<file path="src/rtl/pio_tx_osr_if.sv">
// pio_tx_osr_if: system write port and state-machine PULL/OUT port of the
// PIO TX FIFO + output shift register. The master drives requests; the slave
// (pio_tx_osr) returns status, stall flags and shifted data.
interface pio_tx_osr_if #(
  parameter int DATA_W = 32
) ();
  logic              wr_en;
  logic [DATA_W-1:0] wr_data;
  logic              fifo_full;
  logic [3:0]        fifo_level;
  logic              txover;
  logic              txover_clr;
  logic              pull_req;
  logic              pull_block;
  logic              pull_ifempty;
  logic [DATA_W-1:0] pull_x;
  logic              pull_stall;
  logic              out_req;
  logic [5:0]        out_bits;
  logic [DATA_W-1:0] out_data;
  logic              out_stall;
  logic              shift_right;
  logic              autopull_en;
  logic [4:0]        pull_thresh;
  logic [5:0]        osr_count;
  logic              osre;

  modport master (
    output wr_en, wr_data, txover_clr, pull_req, pull_block, pull_ifempty,
           pull_x, out_req, out_bits, shift_right, autopull_en, pull_thresh,
    input  fifo_full, fifo_level, txover, pull_stall, out_data, out_stall,
           osr_count, osre
  );

  modport slave (
    input  wr_en, wr_data, txover_clr, pull_req, pull_block, pull_ifempty,
           pull_x, out_req, out_bits, shift_right, autopull_en, pull_thresh,
    output fifo_full, fifo_level, txover, pull_stall, out_data, out_stall,
           osr_count, osre
  );
endinterface

</file>
<file path="src/rtl/pio_tx_osr.sv">
// pio_tx_osr: TX FIFO feeding the output shift register of one PIO state
// machine. Handles explicit PULL, autopull refill and OUT shifting.
// Build option: define PIO_TX_FIFO_JOIN_EN to double FIFO capacity to 2*DEPTH.
// A write that coincides with a pop is accepted even when the FIFO is full.
module pio_tx_osr #(
  parameter int DEPTH  = 4,
  parameter int DATA_W = 32
) (
  input  logic        clk,
  input  logic        reset,
  pio_tx_osr_if.slave bus
);
`ifdef PIO_TX_FIFO_JOIN_EN
  localparam int CAP = 2 * DEPTH;
`else
  localparam int CAP = DEPTH;
`endif
  localparam int PTR_W = $clog2(CAP);

  logic [DATA_W-1:0] r_mem [CAP];
  logic [PTR_W-1:0]  r_wr_ptr;
  logic [PTR_W-1:0]  r_rd_ptr;
  logic [3:0]        r_level;
  logic              r_txover;
  logic [DATA_W-1:0] r_osr;
  logic [5:0]        r_count;

  logic [5:0]        w_thresh;
  logic [5:0]        w_n;
  logic [5:0]        w_n_inv;
  logic [6:0]        w_sum;
  logic              w_osre;
  logic              w_empty;
  logic              w_full;
  logic              w_pull_live;
  logic              w_pull_pop;
  logic              w_pull_x;
  logic              w_auto;
  logic              w_out_go;
  logic              w_pop;
  logic              w_push;
  logic              w_load;
  logic [DATA_W-1:0] w_load_val;
  logic [DATA_W-1:0] w_out_shift;
  logic [DATA_W-1:0] w_osr_shift;

  // Decode PULL/OUT/autopull decisions and the shifter result for this cycle.
  always_comb begin
    w_thresh    = (bus.pull_thresh == 5'd0) ? 6'd32 : {1'b0, bus.pull_thresh};
    w_n         = (bus.out_bits == 6'd0) ? 6'd32 : bus.out_bits;
    w_n_inv     = 6'd32 - w_n;
    w_sum       = {1'b0, r_count} + {1'b0, w_n};
    w_osre      = (r_count >= w_thresh);
    w_empty     = (r_level == 4'd0);
    w_full      = (r_level == 4'(CAP));
    // A conditional PULL below threshold is a plain no-op.
    w_pull_live = bus.pull_req && !(bus.pull_ifempty && !w_osre);
    w_pull_pop  = w_pull_live && !w_empty;
    w_pull_x    = w_pull_live && w_empty && !bus.pull_block;
    // A stalled OUT counts as idle, so the refill lands in the stall cycle.
    w_auto      = bus.autopull_en && w_osre && !w_empty && !bus.pull_req;
    w_out_go    = bus.out_req && !bus.pull_req && !(bus.autopull_en && w_osre);
    w_pop       = w_pull_pop || w_auto;
    w_push      = bus.wr_en && (!w_full || w_pop);
    w_load      = w_pop || w_pull_x;
    w_load_val  = w_pop ? r_mem[r_rd_ptr] : bus.pull_x;
    if (bus.shift_right) begin
      w_out_shift = (r_osr << w_n_inv) >> w_n_inv;
      w_osr_shift = r_osr >> w_n;
    end else begin
      w_out_shift = r_osr >> w_n_inv;
      w_osr_shift = r_osr << w_n;
    end
  end

  assign bus.out_data   = w_out_go ? w_out_shift : '0;
  assign bus.out_stall  = bus.out_req && !w_out_go;
  assign bus.pull_stall = w_pull_live && w_empty && bus.pull_block;
  assign bus.fifo_full  = w_full;
  assign bus.fifo_level = r_level;
  assign bus.txover     = r_txover;
  assign bus.osr_count  = r_count;
  assign bus.osre       = w_osre;

  // FIFO storage; not reset since only entries below the level are read.
  always_ff @(posedge clk) begin
    if (w_push) r_mem[r_wr_ptr] <= bus.wr_data;
  end

  // FIFO pointers, level and the sticky overflow flag.
  always_ff @(posedge clk or posedge reset) begin
    if (reset) begin
      r_wr_ptr <= '0;
      r_rd_ptr <= '0;
      r_level  <= 4'd0;
      r_txover <= 1'b0;
    end else begin
      if (w_push) r_wr_ptr <= r_wr_ptr + PTR_W'(1);
      if (w_pop)  r_rd_ptr <= r_rd_ptr + PTR_W'(1);
      if (w_push && !w_pop)      r_level <= r_level + 4'd1;
      else if (w_pop && !w_push) r_level <= r_level - 4'd1;
      r_txover <= (r_txover && !bus.txover_clr) || (bus.wr_en && !w_push);
    end
  end

  // OSR: loads (PULL/refill) and shifts are mutually exclusive by construction.
  always_ff @(posedge clk or posedge reset) begin
    if (reset) begin
      r_osr   <= '0;
      r_count <= 6'd32;
    end else if (w_load) begin
      r_osr   <= w_load_val;
      r_count <= 6'd0;
    end else if (w_out_go) begin
      r_osr   <= w_osr_shift;
      r_count <= (w_sum > 7'd32) ? 6'd32 : w_sum[5:0];
    end
  end
endmodule

</file>
<file path="src/flat_wrapper.sv">
// flat-port wrapper written by rule: the top's interface ports become plain ports
module pio_tx_osr_flat 
#(
  parameter int DEPTH  = 4,
  parameter int DATA_W = 32
)
  (clk, reset, bus_wr_en, bus_wr_data, bus_txover_clr, bus_pull_req, bus_pull_block, bus_pull_ifempty, bus_pull_x, bus_out_req, bus_out_bits, bus_shift_right, bus_autopull_en, bus_pull_thresh, bus_fifo_full, bus_fifo_level, bus_txover, bus_pull_stall, bus_out_data, bus_out_stall, bus_osr_count, bus_osre);
  pio_tx_osr_if #(.DATA_W(DATA_W)) bus_i ();
  input  logic clk;
  input  logic reset;
  input wire logic [$bits(bus_i.wr_en)-1:0] bus_wr_en;
  input wire logic [$bits(bus_i.wr_data)-1:0] bus_wr_data;
  input wire logic [$bits(bus_i.txover_clr)-1:0] bus_txover_clr;
  input wire logic [$bits(bus_i.pull_req)-1:0] bus_pull_req;
  input wire logic [$bits(bus_i.pull_block)-1:0] bus_pull_block;
  input wire logic [$bits(bus_i.pull_ifempty)-1:0] bus_pull_ifempty;
  input wire logic [$bits(bus_i.pull_x)-1:0] bus_pull_x;
  input wire logic [$bits(bus_i.out_req)-1:0] bus_out_req;
  input wire logic [$bits(bus_i.out_bits)-1:0] bus_out_bits;
  input wire logic [$bits(bus_i.shift_right)-1:0] bus_shift_right;
  input wire logic [$bits(bus_i.autopull_en)-1:0] bus_autopull_en;
  input wire logic [$bits(bus_i.pull_thresh)-1:0] bus_pull_thresh;
  output wire logic [$bits(bus_i.fifo_full)-1:0] bus_fifo_full;
  output wire logic [$bits(bus_i.fifo_level)-1:0] bus_fifo_level;
  output wire logic [$bits(bus_i.txover)-1:0] bus_txover;
  output wire logic [$bits(bus_i.pull_stall)-1:0] bus_pull_stall;
  output wire logic [$bits(bus_i.out_data)-1:0] bus_out_data;
  output wire logic [$bits(bus_i.out_stall)-1:0] bus_out_stall;
  output wire logic [$bits(bus_i.osr_count)-1:0] bus_osr_count;
  output wire logic [$bits(bus_i.osre)-1:0] bus_osre;
  assign bus_i.wr_en = bus_wr_en;
  assign bus_i.wr_data = bus_wr_data;
  assign bus_i.txover_clr = bus_txover_clr;
  assign bus_i.pull_req = bus_pull_req;
  assign bus_i.pull_block = bus_pull_block;
  assign bus_i.pull_ifempty = bus_pull_ifempty;
  assign bus_i.pull_x = bus_pull_x;
  assign bus_i.out_req = bus_out_req;
  assign bus_i.out_bits = bus_out_bits;
  assign bus_i.shift_right = bus_shift_right;
  assign bus_i.autopull_en = bus_autopull_en;
  assign bus_i.pull_thresh = bus_pull_thresh;
  assign bus_fifo_full = bus_i.fifo_full;
  assign bus_fifo_level = bus_i.fifo_level;
  assign bus_txover = bus_i.txover;
  assign bus_pull_stall = bus_i.pull_stall;
  assign bus_out_data = bus_i.out_data;
  assign bus_out_stall = bus_i.out_stall;
  assign bus_osr_count = bus_i.osr_count;
  assign bus_osre = bus_i.osre;
  pio_tx_osr #(.DEPTH(DEPTH), .DATA_W(DATA_W)) u_core (.clk(clk), .reset(reset), .bus(bus_i));
endmodule
</file>
<file path="config.mk">
export PLATFORM = sky130hd
export DESIGN_NAME = pio_tx_osr_flat
export DESIGN_NICKNAME = d
export VERILOG_FILES = /design/src/rtl/pio_tx_osr_if.sv /design/src/rtl/pio_tx_osr.sv /design/src/flat_wrapper.sv
export SDC_FILE = /design/constraint.sdc
export NUM_CORES = 1
export LEC_CHECK = 0
export ABC_AREA = 1
export ABC_CLOCK_PERIOD_IN_PS = 3700
export CAP_MARGIN = 20
export CORE_MARGIN = 2
export CORE_UTILIZATION = 50
export CTS_BUF_LIST = sky130_fd_sc_hd__clkbuf_8
export CTS_CLUSTER_SIZE = 28
export DETAILED_ROUTE_END_ITERATION = 16
export PLACE_DENSITY = 0.76
export SLEW_MARGIN = 20
export SYNTH_ARGS = -nofsm -noshare
export SYNTH_HDL_FRONTEND = slang
export SYNTH_SLANG_ARGS = --single-unit
</file>
<file path="constraint.sdc">
create_clock -name clk -period 3.7 [get_ports clk]
set_input_delay 0.74 -clock clk [delete_from_list [all_inputs] [get_ports clk]]
set_output_delay 0.74 -clock clk [all_outputs]
set_load 0.01 [all_outputs]
</file>
congestion.png
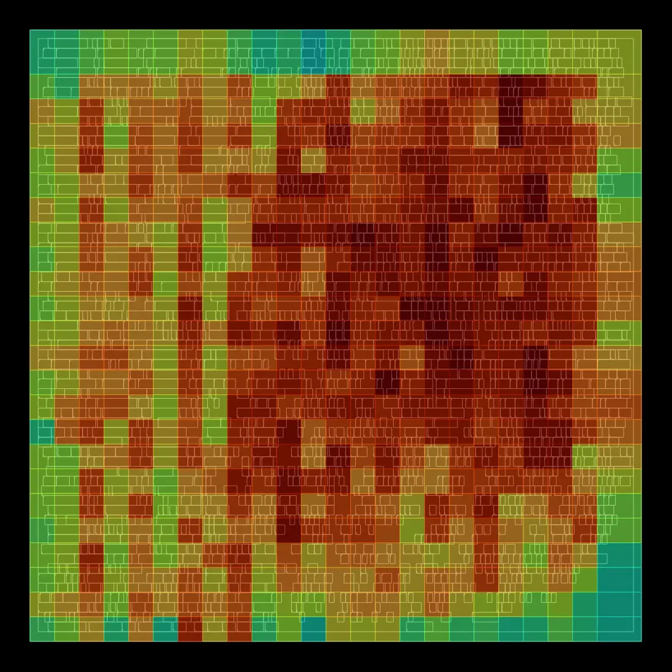
M3 GR Usage: 13.05%
grt met2 use: 67.95%

==> results.cfg <==
; physical design summary
[outcome]
outcome = finished with violations
violations = setup timing

[finish]
largest_register = u_core.r_mem
fillCellCount = 1920
n_all_inverters = 127
nonClkBufAreaFrac_pct = 21.10
area_growth_pct = 50.39
nClkBuffers = 17
nNetsFinal = 2500
buffers = 487
final_util_pct = 75.94
clk_share_pct = 2.260
largest_register_ffs = 128
seq_cells = 175
finalNonFillerCells = 2784
logic_gate_count = 1585
antennaDiodeCount = 0
logic_area_mm2 = 0.01009
dominant-cell-class = combinational gates
lay_top_count = nand2_1
sh_comb_area_pct = 48.08
layout_top_cells = nand2_1 (402), buf_4 (296), o21ai_0 (216)

[yosys]
synth-edff-count = 128
async_flop_share_pct = 26.86
aoi_share_pct = 17.59
ys_types = 55
avgSynthCellArea_um2 = 6.880
synth-main-ff-cell = edfxtp_1
syn_inst = 2028
ys.flops = 175
common_cells = nand2_1 (491), nand3_1 (448), o21ai_0 (219)
ys_sh_xor_pct = 0.6188
synth.logic.top_family = simple AND/OR/NAND/NOR gates
ys_area_mm2 = 0.01395
netlist_area_mm2 = 0.01395
yosys_warnings = 0
yosysSeqAreaShare_pct = 35.99
top_area_cell = edfxtp_1
syn_nets = 2135
area_leaders = edfxtp_1 (28%), nand3_1 (16%), nand2_1 (13%), dfrtp_1 (8.3%), o21ai_0 (7.9%)
synth_top_area_share_pct = 27.55
synthMuxAreaShare_pct = 0.4305
top_cell = nand2_1
ys_cells = 2028
ys_sh_adder_pct = 2.081

[critical_path]
r2r_cells = 21
critPathMaxStageDelay_ns = 0.28
crit_path_end_kind = output port
crit_start = bus_out_bits[1]
start_kind = input pin
required_ns = 2.96
critical_path_class = input pin to output port
arrival_ns = 3.69
path_common_cell = nand3_2
reg2reg_from = u_core.bus.osr_count[5]
cp_max_fo = 5
crit_cells = 19
crit_family = simple AND/OR/NAND/NOR gates
crit_path_top_delay_cell = a21oi_1
rrSetupSlack_ns = 0.37
endpoint = bus_out_data[21]
cp_cell_sequence = buf_8, inv_4, ha_4, nand3_4, buf_12, buf_8, buf_6, nand3_2, nand3_2, nand3_2, nand3_2, nand2_4, nand2_1, nand4_1, nand3_2, nand3_1, nand3_1, a21oi_1, clkdlybuf4s15_2
r2r-end = u_core.bus.fifo_level[3]

[run]
maxCapViolations = 0
tool_warnings = 32

[cts]
cts-root-buf = clkbuf_8
cts_buffer_depth = 2
post_cts_buffers = 31
clock_latency_ns = 0.46
clkTransAtPathRegs_ns = 0.10
clock-sinks = 175
cts_tree = done
cts.htree.levels = 4
cts_hold_buf = 0
cts_made_buffers = 17

[place]
routabilityCongestion = 1.097
port_buffers = 131
dp.cells = 2706
dpl.hpwl_mm = 44.41
placed_area_mm2 = 0.01782
dp_slack_ns = -1.231

[timing]
slew_headroom_pct = 41.03
worst_slew_pin_slew_ns = 0.8836
finalSetupTns_ns = -15.22
finalHoldViolCount = 0
postLayoutSetupSlackWorst_ns = -0.7280
finalMaxSlewViolations = 0
fin_skew_ns = 0.01886
post-route-min-period_ns = 4.428
rsz0062_at_grt = true
period_used_pct = 119.7
finalSetupViolCount = 32
hold_slack_ns = 0.5252
max_freq_mhz = 225.8

[drt]
ant_nets = 0
wl_met1_mm = 23.49
wl_per_cell_um = 23.97
route.met2.wl_mm = 29.33
num_vias = 18400
top_layer = met5
met3_length_mm = 8.676
wl_mm = 66.73
drc = 0
drt_iter0_drc = 3231
drt_pass1_iterations = 11

[grt]
grt-busiest-layer = met2
grt_use_met1_pct = 53.65
grt_max_degree = 66
grt_pass1_wl_mm = 95.98
grt_usage_pct = 43.02
grt-ovfl-total = 0
grt_pass1_vias = 16940
grt_antenna_before_repair = 0

[power_and_ir_drop]
power_density_mw_per_mm2 = 603.1
sw_frac_of_total_pct = 49.11
seqPwrFrac_pct = 23.8
p_sw_mw = 6.214
comb_power_mw = 8.13
p_total_mw = 12.65
combPwrFrac_pct = 64.3
clk-power_mw = 1.52
intPower_mw = 6.440
p_leak_nw = 9.041
powerSeq_mw = 3.01
maxPowerGroup = combinational cells
ir_worst_vdd_uv = 592.9
clkPwrFrac_pct = 12.0

[worst_hold_path]
holdPathStages = 1
hold_path.startpoint = u_core.bus.fifo_level[3]
hold_end = u_core.bus.fifo_level[3]
hold_path_class = flip-flop to flip-flop

[die]
die_w_um = 171.0
coreArea_mm2 = 0.02763
dieArea_mm2 = 0.02926
fp-utilization_pct = 50.50
ios = 132
die_y_um = 171.0
taps = 378
placement_by_type.png
Drawn at 2 px/um.
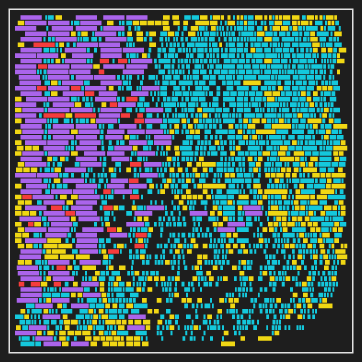
| color | class | cells | share of their area |
|---|---|---|---|
| purple | flops | 175 | 24% |
| yellow | other buffers and delay cells | 487 | 22% |
| red | clock drivers and dummy loads | 32 | 2.3% |
| cyan | combinational and other logic | 1712 | 52% |

